**PDN straps and rails**

Pins as bars on the die edge. Tap cells in grey.
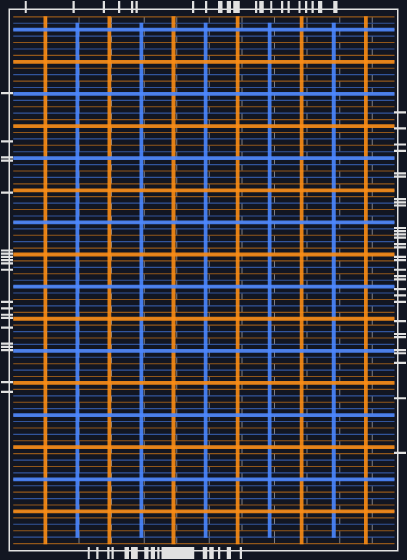
**Hierarchy map**

Other cells in grey.
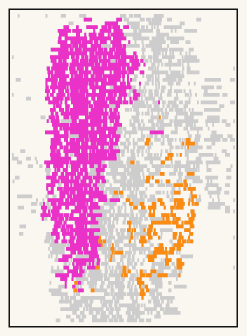
**Cells coloured by class**

The bar under the picture is 50 um long. Fill, decap, tap and diode cells in grey.
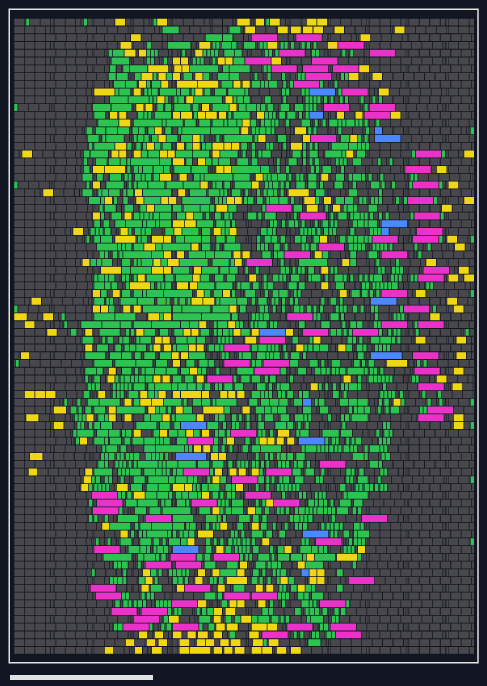
--- src/rtl/ippcrc_pkg.sv ---
// Shared definitions for the CRC-32 frame sequencer and its datapath cores.
// The CRC register is kept in reflected (Ethernet) bit order, so the first wire bit enters at bit 0.
package ippcrc_pkg;

    localparam logic [31:0] CRC32_INIT      = 32'hFFFFFFFF;
    // Polynomial 04C11DB7 with its bits reversed, matching the reflected register order.
    localparam logic [31:0] CRC32_POLY_REFL = 32'hEDB88320;
    localparam int          TAIL_IDX_W      = 1;

    typedef enum logic [1:0] {
        IDLE = 2'd0,
        RUN  = 2'd1,
        TAIL = 2'd2
    } ctl_state_t;

    function automatic logic [31:0] crc32_bit(input logic [31:0] c, input logic d);
        logic fb;
        fb = c[0] ^ d;
        return {1'b0, c[31:1]} ^ (fb ? CRC32_POLY_REFL : 32'h0);
    endfunction

endpackage

--- src/rtl/ippcrc_crc32_24b.sv ---
// Combinational CRC-32 update over 24 data bits; di[0] is processed first.
module ippcrc_crc32_24b
    import ippcrc_pkg::*;
(
    input  logic [31:0] ci,
    input  logic [23:0] di,
    output logic [31:0] co
);

    always_comb begin
        co = ci;
        for (int i = 0; i < 24; i++) begin
            co = crc32_bit(co, di[i]);
        end
    end

endmodule

--- src/rtl/ippcrc_crc32_8b.sv ---
// Combinational CRC-32 update over one byte; di[0] is processed first.
module ippcrc_crc32_8b
    import ippcrc_pkg::*;
(
    input  logic [31:0] ci,
    input  logic [7:0]  di,
    output logic [31:0] co
);

    always_comb begin
        co = ci;
        for (int i = 0; i < 8; i++) begin
            co = crc32_bit(co, di[i]);
        end
    end

endmodule

--- src/rtl/ippcrc_crc32_ctl.sv ---
// Frame sequencer: full 3-byte words through the 24-bit core, a 1/2-byte tail byte-serially.
// Optional frame byte counter on out_len is built when IPPCRC_CTL_LEN_CNT_EN is defined.
module ippcrc_crc32_ctl
    import ippcrc_pkg::*;
#(
    parameter int LEN_W = 16
) (
    input  logic             clk,
    input  logic             rst_n,
    input  logic             in_vld,
    output logic             in_rdy,
    input  logic             in_sop,
    input  logic             in_eop,
    input  logic [1:0]       in_nb,
    input  logic [23:0]      in_dat,
    input  logic [31:0]      cfg_init,
    input  logic             cfg_inv,
    output logic             out_vld,
    output logic [31:0]      out_crc,
    output logic [LEN_W-1:0] out_len,
    output logic             out_err,
    output logic [1:0]       dbg_state
);

    // Handshake: a word transfers on a rising clk edge where in_vld and in_rdy are both high;
    // in_rdy depends only on state, never on in_vld.

    ctl_state_t            state, state_nxt;
    logic [31:0]           crc_reg, ci, co24, co8;
    logic [15:0]           tail_dat;
    logic [1:0]            tail_nb;
    logic [TAIL_IDX_W-1:0] tail_idx;
    logic [7:0]            tail_byte;
    logic                  inv_q, inv_cur;
    logic [1:0]            nb_eff;
    logic                  accept, is_frame, is_err, eop_full, eop_tail;
    logic                  tail_last, tail_done;

    assign dbg_state = state;

    ippcrc_crc32_24b u_core24 (.ci(ci),      .di(in_dat),    .co(co24));
    ippcrc_crc32_8b  u_core8  (.ci(crc_reg), .di(tail_byte), .co(co8));

    always_comb begin
        in_rdy    = (state != TAIL);
        accept    = in_vld & in_rdy;
        nb_eff    = (in_nb == 2'd0) ? 2'd3 : in_nb;
        ci        = in_sop ? cfg_init : crc_reg;
        inv_cur   = in_sop ? cfg_inv : inv_q;
        is_frame  = accept & (in_sop | (state == RUN));
        // Stray word outside a frame, or a new SOP that aborts the running frame.
        is_err    = accept & (in_sop ? (state == RUN) : (state == IDLE));
        eop_full  = is_frame & in_eop & (nb_eff == 2'd3);
        eop_tail  = is_frame & in_eop & (nb_eff != 2'd3);
        tail_byte = tail_dat[8*tail_idx +: 8];
        tail_last = (({1'b0, tail_idx} + 2'd1) == tail_nb);
        tail_done = (state == TAIL) & tail_last;

        state_nxt = state;
        case (state)
            IDLE, RUN: begin
                if (is_frame) begin
                    if (!in_eop)       state_nxt = RUN;
                    else if (eop_tail) state_nxt = TAIL;
                    else               state_nxt = IDLE;
                end
            end
            TAIL: begin
                if (tail_last) state_nxt = IDLE;
            end
            default: state_nxt = IDLE;
        endcase
    end

    always_ff @(posedge clk or negedge rst_n) begin
        if (!rst_n) state <= IDLE;
        else        state <= state_nxt;
    end

    always_ff @(posedge clk or negedge rst_n) begin
        if (!rst_n) begin
            crc_reg  <= '0;
            tail_dat <= '0;
            tail_nb  <= '0;
            tail_idx <= '0;
            inv_q    <= 1'b0;
            out_vld  <= 1'b0;
            out_crc  <= '0;
            out_err  <= 1'b0;
        end else begin
            out_vld <= eop_full | tail_done;
            out_err <= is_err;
            if (is_frame && in_sop) inv_q <= cfg_inv;
            if (is_frame && !in_eop) crc_reg <= co24;
            // The tail starts from the word's core input, then folds one byte per cycle.
            if (eop_tail) begin
                crc_reg  <= ci;
                tail_dat <= in_dat[15:0];
                tail_nb  <= nb_eff;
                tail_idx <= '0;
            end
            if (state == TAIL) begin
                crc_reg  <= co8;
                tail_idx <= tail_idx + 1'b1;
            end
            if (eop_full)       out_crc <= inv_cur ? ~co24 : co24;
            else if (tail_done) out_crc <= inv_q ? ~co8 : co8;
        end
    end

`ifdef IPPCRC_CTL_LEN_CNT_EN
    logic [LEN_W-1:0] len_cnt, len_q, len_sat;
    logic [LEN_W:0]   len_sum;

    always_comb begin
        len_sum = (in_sop ? {(LEN_W+1){1'b0}} : {1'b0, len_cnt})
                + (LEN_W+1)'(in_eop ? nb_eff : 2'd3);
        len_sat = len_sum[LEN_W] ? {LEN_W{1'b1}} : len_sum[LEN_W-1:0];
    end

    always_ff @(posedge clk or negedge rst_n) begin
        if (!rst_n) begin
            len_cnt <= '0;
            len_q   <= '0;
        end else begin
            if (is_frame) len_cnt <= len_sat;
            if (eop_full)       len_q <= len_sat;
            else if (tail_done) len_q <= len_cnt;
        end
    end

    assign out_len = len_q;
`else
    assign out_len = '0;
`endif

endmodule

--- config.mk ---
export PLATFORM = sky130hd
export DESIGN_NAME = ippcrc_crc32_ctl
export DESIGN_NICKNAME = d
export VERILOG_FILES = /design/src/rtl/ippcrc_pkg.sv /design/src/rtl/ippcrc_crc32_24b.sv /design/src/rtl/ippcrc_crc32_8b.sv /design/src/rtl/ippcrc_crc32_ctl.sv
export SDC_FILE = /design/constraint.sdc
export NUM_CORES = 1
export LEC_CHECK = 0
export ABC_AREA = 1
export CORE_ASPECT_RATIO = 1.4
export CORE_UTILIZATION = 30
export DETAILED_ROUTE_END_ITERATION = 10
export SYNTH_ARGS = -nofsm -noshare
export SYNTH_HDL_FRONTEND = slang
export SYNTH_HIERARCHICAL = 1
export SYNTH_SLANG_ARGS = --single-unit
--- constraint.sdc ---
create_clock -name clk -period 3.2 [get_ports clk]
set_input_delay 0.64 -clock clk [delete_from_list [all_inputs] [get_ports clk]]
set_output_delay 0.64 -clock clk [all_outputs]
set_load 0.02 [all_outputs]
==> impl_metrics.json <==
{
  "status": "finished with violations",
  "failed_checks": "negative setup slack",
  "hold_buffers": 0,
  "r2r_end": "out_crc[15]$_DFFE_PN0P_",
  "synthCells": 1789,
  "num_vias": 12500,
  "grtUsageTotal": 0.240,
  "topCellsByArea": "nand2_1, dfrtp_1, xor2_1, inv_1, nand3_1",
  "synth_async_sr_flop_share": 1.00,
  "ys_warn_count": 6,
  "startpoint": "in_sop",
  "setup_viol": 15,
  "dp_slack_ps": -923,
  "nets": 2178,
  "logic_area_mm2": 0.00996,
  "antenna_found_initial": 0,
  "rsz0062_at_grt": "true",
  "ys_chip_area_mm2": 0.0110,
  "r2r_start": "crc_reg[0]$_DFFE_PN0P_",
  "insertion_delay_ps": 370,
  "drive_gt1_frac": 0.378,
  "avgSynthCellArea_um2": 6.15,
  "wirelength_um": 46400,
  "clock_sinks": 88,
  "antenna_left": 0,
  "met3_length_um": 2170,
  "rr_worst_depth": 27,
  "yosys.area.top_type_share": 0.304,
  "ys_types": 38,
  "seq_area_mm2": 0.00220,
  "worst_slack_ps": -66.0,
  "clk_path_buf_depth": 2,
  "period_minus_slack_ps": 3270,
  "ctsRootBufferMaster": "clkbuf_16",
  "coreArea_mm2": 0.0360,
  "die_w_um": 164,
  "critPathMaxFanout": 8,
  "ios": 117,
  "wl_met1_um": 16700
}
Back to the opening pictures, 'PDN straps and rails':
blue -> VDD
orange -> VSS
met1 rails = 83
met4 straps = 11
tap cells = 462
met5 straps = 16

Back to the opening pictures, 'hierarchy map':
magenta -> u_core24  # cells 785
orange -> u_core8  # cells 240
not coloured = 1,092

Back to the opening pictures, 'cells coloured by class':
green -> combinational and other logic  # cells 1,642, share of their area 64%
blue -> clock drivers and dummy loads  # cells 16, share of their area 2.0%
yellow -> other buffers and delay cells  # cells 371, share of their area 20%
magenta -> flops  # cells 88, share of their area 13%

[timing repair]
action                     4_1_cts  5_1_grt
setup endpoints to repair       61       61
cloned                           1        0
pin swaps                      102      190
gates resized                  251      279
buffers inserted                36       25
hold endpoints to repair         0        0
[Yosys cell counts (28+ instances only)]
| library cell | number |
|---|---|
| nand4_1 | 38 |
| buf_4 | 28 |
| nand2_2 | 69 |
| inv_1 | 149 |
| xor2_1 | 179 |
| nand2_4 | 38 |
| xnor2_1 | 33 |
| nand2_1 | 891 |
| nand3_1 | 99 |
| or2_2 | 34 |
| dfrtp_1 | 88 |
[worst max-delay path, cell delays in order]
cell	delay, ps
buf_12	100
clkinv_8	80
buf_12	150
nand2_4	60
nand2_4	80
inv_4	80
nand2_4	70
nand2_8	130
nand2_8	90
nand2_8	110
buf_12	110
xor2_1	160
nand2_1	70
nand2_1	130
nand3_2	160
nand2_2	130
nand2_4	80
buf_6	130
nand3_4	120
nand2_8	90
buf_6	140
xnor2_4	120
xor2_1	160
nand2_1	110
nand2_1	70
nand2_1	80
nand2_1	50
[area by class of cell]
class,instances,area share
Antenna cell,1,0.000146
Inverter,174,0.0410
Multi-Input combinational cell,1468,0.582
Timing Repair Buffer,371,0.196
Clock inverter,6,0.00533
Sequential cell,88,0.129
Clock buffer,10,0.0140
Tap cell,462,0.0337
[stage by stage]
stage	std cells	hold slack, ps	util
5_1_grt	2579	336	0.476
3_3_place_gp	2501	462	0.389
3_5_place_dp	2501	466	0.389
4_1_cts	2554	303	0.434
6_report	2580	282	0.476
2_1_floorplan	1804	344	-
